**src/rtl/pipelined_parallel_adder.sv**
```systemverilog
`default_nettype none
// +----------------------------------------------------------------------------+
// | Module  : pipelined_parallel_adder                                         |
// | Brief   : WIDTH-bit adder/subtractor, carry chain cut into CHUNK-bit        |
// |           registered slices, valid/ready handshake at both ends.           |
// | Revision: 1.0                                                              |
// +----------------------------------------------------------------------------+
module pipelined_parallel_adder #(
    parameter int WIDTH = 16,
    parameter int CHUNK = 4
) (
    input  logic             clk,
    input  logic             rst,
    input  logic             in_valid,
    output logic             in_ready,
    input  logic [WIDTH-1:0] A,
    input  logic [WIDTH-1:0] B,
    input  logic             cin,
    input  logic             sub,
    output logic             out_valid,
    input  logic             out_ready,
    output logic [WIDTH-1:0] sum,
    output logic             cout,
    output logic             ovf
);

    localparam int STAGES = WIDTH / CHUNK;

    // Stage k registers: operands (upper slices still pending), partial sum, carry, valid
    logic [WIDTH-1:0]  r_a_q [STAGES];
    logic [WIDTH-1:0]  r_b_q [STAGES];
    logic [WIDTH-1:0]  r_s_q [STAGES];
    logic [STAGES-1:0] r_c_q;
    logic [STAGES-1:0] r_v_q;
    logic              r_ovf_q;

    logic [WIDTH-1:0]  w_a_d  [STAGES];
    logic [WIDTH-1:0]  w_b_d  [STAGES];
    logic [WIDTH-1:0]  w_s_in [STAGES];
    logic [WIDTH-1:0]  w_s_d  [STAGES];
    logic [STAGES-1:0] w_c_in;
    logic [STAGES-1:0] w_c_d;
    logic [STAGES-1:0] w_v_d;
    logic [STAGES-1:0] w_load;
    logic              w_ovf_d;

    // A stage may load if it is empty or its occupant moves on this cycle.
    always_comb begin : load_chain
        logic l_take;
        l_take               = !r_v_q[STAGES-1] || out_ready;
        w_load               = '0;
        w_load[STAGES-1]     = l_take;
        for (int k = STAGES - 2; k >= 0; k--) begin
            l_take    = !r_v_q[k] || l_take;
            w_load[k] = l_take;
        end
    end

    always_comb begin : datapath
        logic [CHUNK:0] l_slice;
        l_slice   = '0;
        w_a_d[0]  = A;
        w_b_d[0]  = sub ? ~B : B;
        w_s_in[0] = '0;
        w_c_in[0] = sub ? ~cin : cin;
        w_v_d[0]  = in_valid;
        for (int k = 1; k < STAGES; k++) begin
            w_a_d[k]  = r_a_q[k-1];
            w_b_d[k]  = r_b_q[k-1];
            w_s_in[k] = r_s_q[k-1];
            w_c_in[k] = r_c_q[k-1];
            w_v_d[k]  = r_v_q[k-1];
        end
        for (int k = 0; k < STAGES; k++) begin
            l_slice = {1'b0, w_a_d[k][k*CHUNK +: CHUNK]}
                    + {1'b0, w_b_d[k][k*CHUNK +: CHUNK]}
                    + {{CHUNK{1'b0}}, w_c_in[k]};
            w_s_d[k]                   = w_s_in[k];
            w_s_d[k][k*CHUNK +: CHUNK] = l_slice[CHUNK-1:0];
            w_c_d[k]                   = l_slice[CHUNK];
        end
        // Carry into the MSB is recovered from the MSB sum bit and its operands.
        w_ovf_d = w_a_d[STAGES-1][WIDTH-1] ^ w_b_d[STAGES-1][WIDTH-1]
                ^ w_s_d[STAGES-1][WIDTH-1] ^ w_c_d[STAGES-1];
    end

    always_ff @(posedge clk) begin
        if (rst) begin
            r_v_q   <= '0;
            r_c_q   <= '0;
            r_ovf_q <= 1'b0;
            for (int k = 0; k < STAGES; k++) begin
                r_a_q[k] <= '0;
                r_b_q[k] <= '0;
                r_s_q[k] <= '0;
            end
        end else begin
            for (int k = 0; k < STAGES; k++) begin
                if (w_load[k]) begin
                    r_v_q[k] <= w_v_d[k];
                    r_a_q[k] <= w_a_d[k];
                    r_b_q[k] <= w_b_d[k];
                    r_s_q[k] <= w_s_d[k];
                    r_c_q[k] <= w_c_d[k];
                end
            end
            if (w_load[STAGES-1]) begin
                r_ovf_q <= w_ovf_d;
            end
        end
    end

    assign in_ready  = w_load[0];
    assign out_valid = r_v_q[STAGES-1];
    assign sum       = r_s_q[STAGES-1];
    assign cout      = r_c_q[STAGES-1];
    assign ovf       = r_ovf_q;

endmodule
`default_nettype wire
```
**config.mk**
```make
export PLATFORM = sky130hd
export DESIGN_NAME = pipelined_parallel_adder
export DESIGN_NICKNAME = d
export VERILOG_FILES = /design/src/rtl/pipelined_parallel_adder.sv
export SDC_FILE = /design/constraint.sdc
export NUM_CORES = 1
export LEC_CHECK = 0
export ABC_AREA = 0
export CAP_MARGIN = 0
export CORE_MARGIN = 4
export CORE_UTILIZATION = 34
export CTS_CLUSTER_SIZE = 30
export DETAILED_ROUTE_END_ITERATION = 16
export PLACE_DENSITY = 0.52
export SLEW_MARGIN = 30
export SYNTH_ARGS = -nofsm -noshare
export SYNTH_HDL_FRONTEND = slang
export SYNTH_SLANG_ARGS = --single-unit
```
**constraint.sdc**
```tcl
create_clock -name clk -period 2.5 [get_ports clk]
set_input_delay 0.25 -clock clk [delete_from_list [all_inputs] [get_ports clk]]
set_output_delay 0.25 -clock clk [all_outputs]
set_load 0.005 [all_outputs]
```
Figure 1. Routed metal per tile (run 1).
The die is cut into 24 by 24 equal tiles; black is low, pale yellow is high, scaled to the fullest tile. Values are wire area over tile area, all layers added.
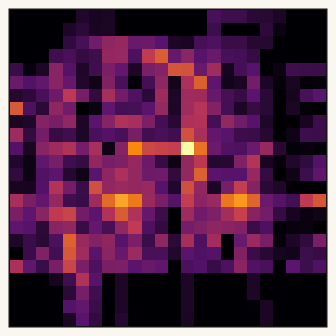
fullest tile = 0.35
tiles over half the peak = 6.1%
densest ninth of the die = centre

Figure 2. Cell placement (run 1).
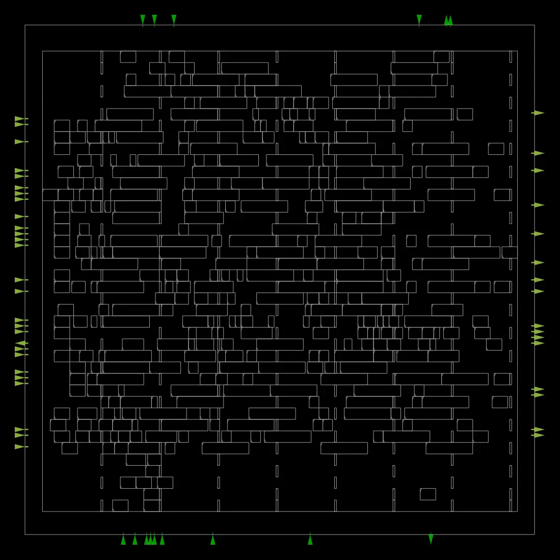
sequential cells: 97
Final Core Density: 43.87%
number of standard-cell rows in the floorplan: 40
share of the final layout cell area in sequential cells: 52.69%
FILL cells: 1153

Figure 3. Layout detail (run 1).
Bar = 10 µm. Region (48, 24) to (73, 49) µm. Cells in grey, sequential cells in the stronger grey; small squares are vias.
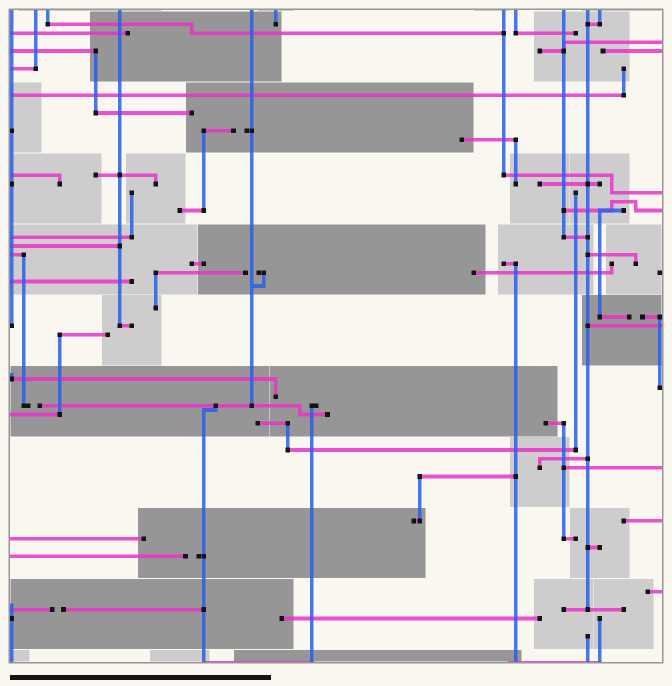
magenta -> M1
blue -> M2
netlist names of flops here include = `r_s_q` (4)
cells with their middle in the window = 20
sequential cells in the window = 7
most frequent = and2_1 (9), edfxtp_1 (6)

## run 1: layout make-up
class	count	area (µm²)
clock buffer	9	225.2
clock inverter	7	51.30
fill	1153	6854
inverter	6	22.52
multi-input combinational	184	1368
sequential	97	2823
tap	168	210.2
timing repair buffer	67	658.1
## run 1: worst max-delay path, delay by kind of cell, from the launching register on
kind                     cells  cell delay [ns]
adder cells (fa/ha/maj)      2             0.88
flip-flops                   1             0.39
AND-OR/OR-AND                3             0.60
XOR/XNOR                     1             0.08
## run 1: report_power, final
part           switching, W  internal (W)  total (W)
Clock              0.000590      0.000681    0.00127
Combinational      0.000118      0.000175   0.000293
Sequential        0.0000282       0.00187    0.00190
Total              0.000736       0.00272    0.00346
==> ds_physical_params.txt, run 1 <==
Table: implementation figures

Parameter                              Value

Run status
  Outcome .................. completed

Cells and area
  Commonest Layout Cell .................. sky130_fd_sc_hd__edfxtp_1
  Top flop regs .................. r_s_q (40), r_a_q (24), r_b_q (24)
  Flip-flop count of the largest register, all copies and words added .................. 40
  Fraction of final layout cells with drive strength greater than 1 .................. under 10%
  Register with the most flip-flops .................. r_s_q

Routing
  Amount of wire on met3 after detailed routing .................. 286 µm
  Amount of wire on met2 after detailed routing .................. about 2700 µm
  Ratio of routed vias to standard cells .................. 4.078
  DRC errors left .................. 0
  Post-route met1 wirelength .................. 3092 µm

Floorplan
  Die Y-Extent .................. 120.4 µm
  I/O pins .................. 58
  Die x size .................. 120.4 µm
  Placeable Area .................. 12210 µm²

Clock network
  TritonCTS clock tree .................. done
  Clock slew seen by the registers of the worst setup and hold paths .................. 0.06 ns
  Worst-Skew Late Latency .................. 0.34 ns
  Cts bufs inserted .................. 9
  Sink count of the clock tree .................. 97
  Postcts setup bufs .................. 0

Synthesis
  Post-synth ARST share .................. 0%
  Fraction of synthesized cell area in xor and xnor cells .................. 5.098%
  Post-Synthesis Mean Instance Area .................. 14.37 µm²
  Floorplan net count .................. 357
  Register share after synthesis .................. 65.72%
  Compound-gate portion of the synthesized area .................. 3.612%
  Primary FF master, synth .................. sky130_fd_sc_hd__edfxtp_1
  Count of library flops with an enable pin .................. 88
  Synth warn .................. 0

Global route
  Initial antenna violation count .................. 0
  Met1 Resource Use GR .................. 13.23%
  Number of global-route vias before repair .................. between 2000 and 2500
  Maximum number of pins on one net before global-route repair .................. 29
  Remaining global-route overflow .................. 0

Place
  Area post-placement .................. 5081 µm²
  Detailed placer's ending HPWL .................. 4753 µm

Timing
  Final critical delay including setup and external delays .................. 2.026 ns
  Worst Hold Margin .................. between 0.4 and 0.5 ns
  Post-route setup TNS .................. 0 ns
  Final setup vio count .................. 0

Critical path
  Arr. time, crit path .................. 2.27 ns
  Crit path max fanout .................. 2
  FF-to-FF path depth .................. 6
  FF-to-FF setup slack .................. 0.47 ns

Flow run
  Tool warnings .................. 26

Worst hold path
  Cell depth of the worst hold path .................. 2
Figure 4. Logic cells by family (run 1).
Bar = 20 µm.
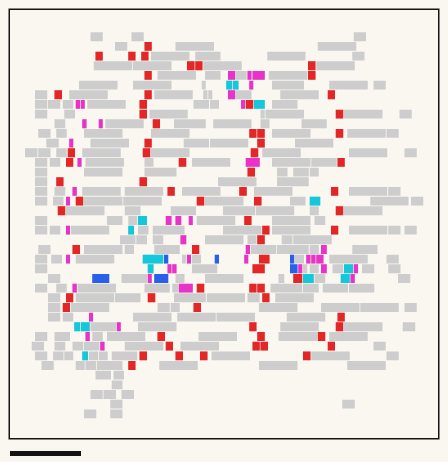

==> run 2: changes to the inputs <==
- PLACE_DENSITY: 0.52 -> 0.54
- clock period: 2.5 -> 1.8 ns (I/O delays scaled with it)
Figure 5. Logic cells by family (run 2).
Bar = 20 µm.
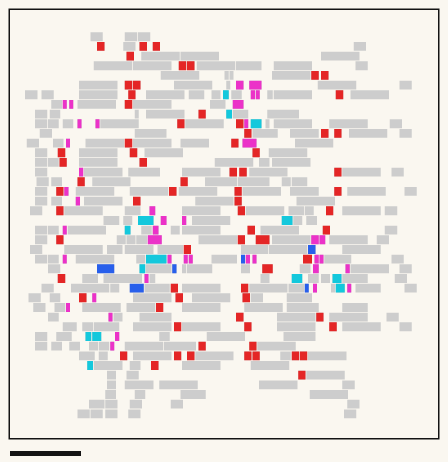
red -> and/or cells  # cells 71, most used and2_1
cyan -> aoi and oai cells  # cells 14, most used a21oi_1
blue -> nand cells  # cells 6, most used nand2_1
magenta -> nor cells  # cells 41, most used nor2_1

==> run 2 against run 1 <==
  * The flow now finishes with violations (negative setup slack)
  * Hold slack got worse by 0.026 ns
  * Non-clock buffer count increased by 7
  * Global-route usage decreased by 0.27 points
  * First-iteration DRC count decreased by 46%
  * Core utilization increased by 1.3 points
  * Via count increased by 0.18%
  * Synthesized area unchanged
  * Largest power group unchanged
  * Critical path type unchanged
  * Maximum frequency increased by 12%
  * Total power increased by 42%
  * Sequential share of layout area decreased by 1.4 points
  * Flip-flop count unchanged
  * Count of clock-buffer cells in the layout increased by 1
==> ds_physical_params.txt, run 2 <==
Table: implementation figures

Parameter                              Value

Critical path
  Family with the most delay on the worst path .................. adder cells
  Buf/Inv on CP .................. 0
  Crit path max fanout .................. 2

Clock network
  Cts bufs inserted .................. 9
  Sink count of the clock tree .................. a little under 100

Flow run
  Tool warnings .................. 29

Timing
  Final worst setup slack .................. -0.001654 ns
  Final setup vio count .................. 1
  Final critical delay including setup and external delays .................. between 1.5 and 2 ns

Synthesis
  Floorplan net count .................. 357
  Count of library flops with an enable pin .................. 88

Global route
  Number of global-route vias before repair .................. 2310
  Initial antenna violation count .................. 0
  Remaining global-route overflow .................. 0

Run status
  Failing checks .................. negative setup slack
  Outcome .................. complete, but fails checks

Floorplan
  I/O pins .................. 58
  Tap cell instance count .................. 168
  Placeable Area .................. about 12000 µm²
  Die x size .................. around 120 µm

Place
  Detailed placer's ending HPWL .................. ~4600 µm

Cells and area
  Combinational fraction of the cell area .................. 25.28%
  Dominant kind of cell .................. registers
  Share of the final layout cell area in sequential cells .................. 51.25%
  Final Core Density .................. 45.14%
  Flip-flop count of the largest register, all copies and words added .................. around 40
  Inverter count .................. 6
[run 2: cell counts after synthesis]
No cell type changed its count.
[run 2: final timing paths]
check	slack [ns]	to	startpoint	cells after the start
min	0.47	r_v_q[0]	in_valid	3
min reg2reg	0.50	r_c_q[2]	r_c_q[2]	2
max	-0.002	ovf	r_a_q[0][44]	6
max reg2reg	-0.002	ovf	r_a_q[0][44]	6
[run 2: repair_timing]
item,in CTS,in global routing
buffers inserted,0,1
endpoints found under the hold margin,0,0
endpoints found under the setup margin,7,8
pin swaps,6,4
resized,5,6
[run 2: per-layer routing]
layer / up-vias / share of wire, % / GRT usage, %
li1: 1178 / - / -
met1: 959 / 47 / 11.17
met2: 51 / 46 / 14.77
met3: 10 / 5.5 / 3.461
met4: 0 / 2.2 / 4.037
met5: - / 0 / 0
==> run 3: changes to the inputs <==
- CORE_MARGIN: 4 -> 2
- CORE_UTILIZATION: 34 -> 35
- PLACE_DENSITY: 0.54 -> 0.55
Figure 6. Routed metal per tile (run 3).
The die is cut into 23 by 23 equal tiles; black is low, pale yellow is high, scaled to the fullest tile. Values are wire area over tile area, all layers added.
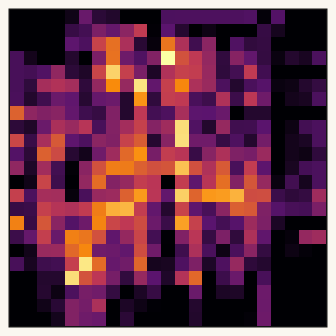
densest ninth of the die = centre
mean over tiles = 0.072
fullest tile = 0.28
tiles over half the peak = 18%
nearly empty tiles = 23%

==> run 3 against run 2 <==
  * Largest power group unchanged
  * Critical path type unchanged
  * Hold slack improved by 0.0099 ns
  * Count of clock-buffer cells in the layout down 1
  * The run still ends with negative setup slack left
  * Combinational power increased by 3%
  * Total power rose by 2.1%
  * Highest routed layer unchanged
==> ds_physical_params.txt, run 3 <==
Table: implementation figures

Parameter                              Value

Routing
  DRC errors left .................. 0

Clock network
  Worst-Skew Late Latency .................. between 0.3 and 0.4 ns
  TritonCTS clock tree .................. done
  Postcts setup bufs .................. 0

Floorplan
  Die x size .................. 114.8 µm
  I/O pins .................. 58
  Die Y-Extent .................. 114.8 µm
  Tap cell instance count .................. 147
  Placeable Area .................. 12010 µm²

Synthesis
  Post-synth ARST share .................. 0%
  Register share after synthesis .................. 65.72%
  Floorplan net count .................. 357
  Count of library flops with an enable pin .................. 88
  Compound-gate portion of the synthesized area .................. under 10%
  Fraction of synthesized cell area in xor and xnor cells .................. 5.098%
  Post-Synthesis Mean Instance Area .................. ~14 µm²

Cells and area
  Register with the most flip-flops .................. r_s_q
  Share of the final layout cell area in sequential cells .................. just over 50%
  Multi-input gates .................. 184
  Final Core Density .................. 45.98%
  Combinational fraction of the cell area .................. 25.37%
  Combined area of the multi-input logic cells .................. between 1000 and 1500 µm²
  Non-clock buffer instance count of the final layout .................. around 76
  Area fraction of clock buffers and clock inverters .................. 5.641%
  Inverter count .................. 6
  Dominant kind of cell .................. registers
  Non-Clock Buffer Area Fraction .................. about 14%
  Area taken by flip-flops and latches .................. 2825 µm²

Flow run
  Tool warnings .................. 29

Timing
  Worst Hold Margin .................. 0.4796 ns
  Final setup vio count .................. 1
  Final critical delay including setup and external delays .................. 1.847 ns
  Final worst setup slack .................. -0.04689 ns

Critical path
  Buf/Inv on CP .................. 0
  Instance count on the critical path .................. 6
  First element of the critical path .................. r_b_q[0][44]
  Critical path destination .................. ovf
  Reg2Reg Capture Point .................. ovf
  FF-to-FF path depth .................. 6

Run status
  Outcome .................. complete, but fails checks
  Failing checks .................. negative setup slack

Global route
  Number of global-route vias before repair .................. 2151
  Remaining global-route overflow .................. 0

Place
  Area post-placement .................. 5175 µm²
## run 3: worst min-delay path by stage
stage,from,to,slack [ns],depth (start not counted)
CTS,in_valid,r_v_q[0],0.48,3
detailed placement,r_v_q[1],r_v_q[2],0.49,2
floorplan,in_valid,r_v_q[0],0.30,2
finish,in_valid,r_v_q[0],0.48,3
global route,A[10],r_a_q[0][10],0.49,2
global placement,r_v_q[1],r_v_q[2],0.47,2
## run 3: per-layer routing
layer / share of wire [%] / track usage [%]
met1: 46 / 12.98
met2: 48 / 16.45
met3: 4.6 / 2.847
met4: 1.7 / 4.337
met5: 0 / 0
## run 3: where the power goes
| part | switching (W) | leakage (nW) | internal [W] |
|---|---|---|---|
| logic | 0.000170 | 0.999 | 0.000260 |
| clock network | 0.000852 | 0.150 | 0.00111 |
| registers | 0.0000402 | 1.12 | 0.00259 |

==> screenshots <==
Clock network drawn from the DEF.
image #1
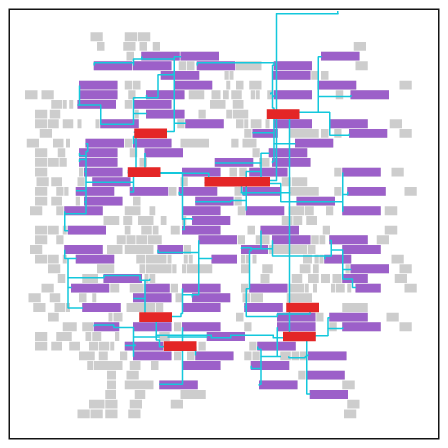
image #2
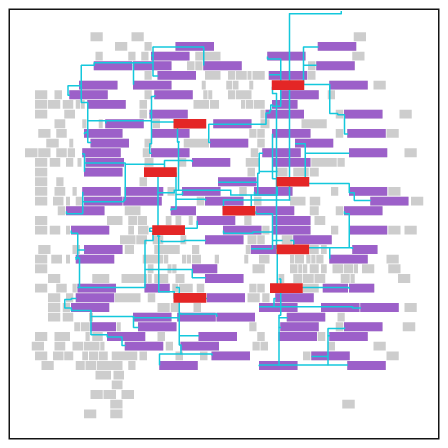
run 1: image #2
run 2: image #1

Key to image #2:
purple -> flip-flops  # count 97
red -> clock-net drivers  # count 9
cyan -> clock wires  # length 1120 µm
routed clock nets = 10

Power is estimated from default activity; no workload was simulated.
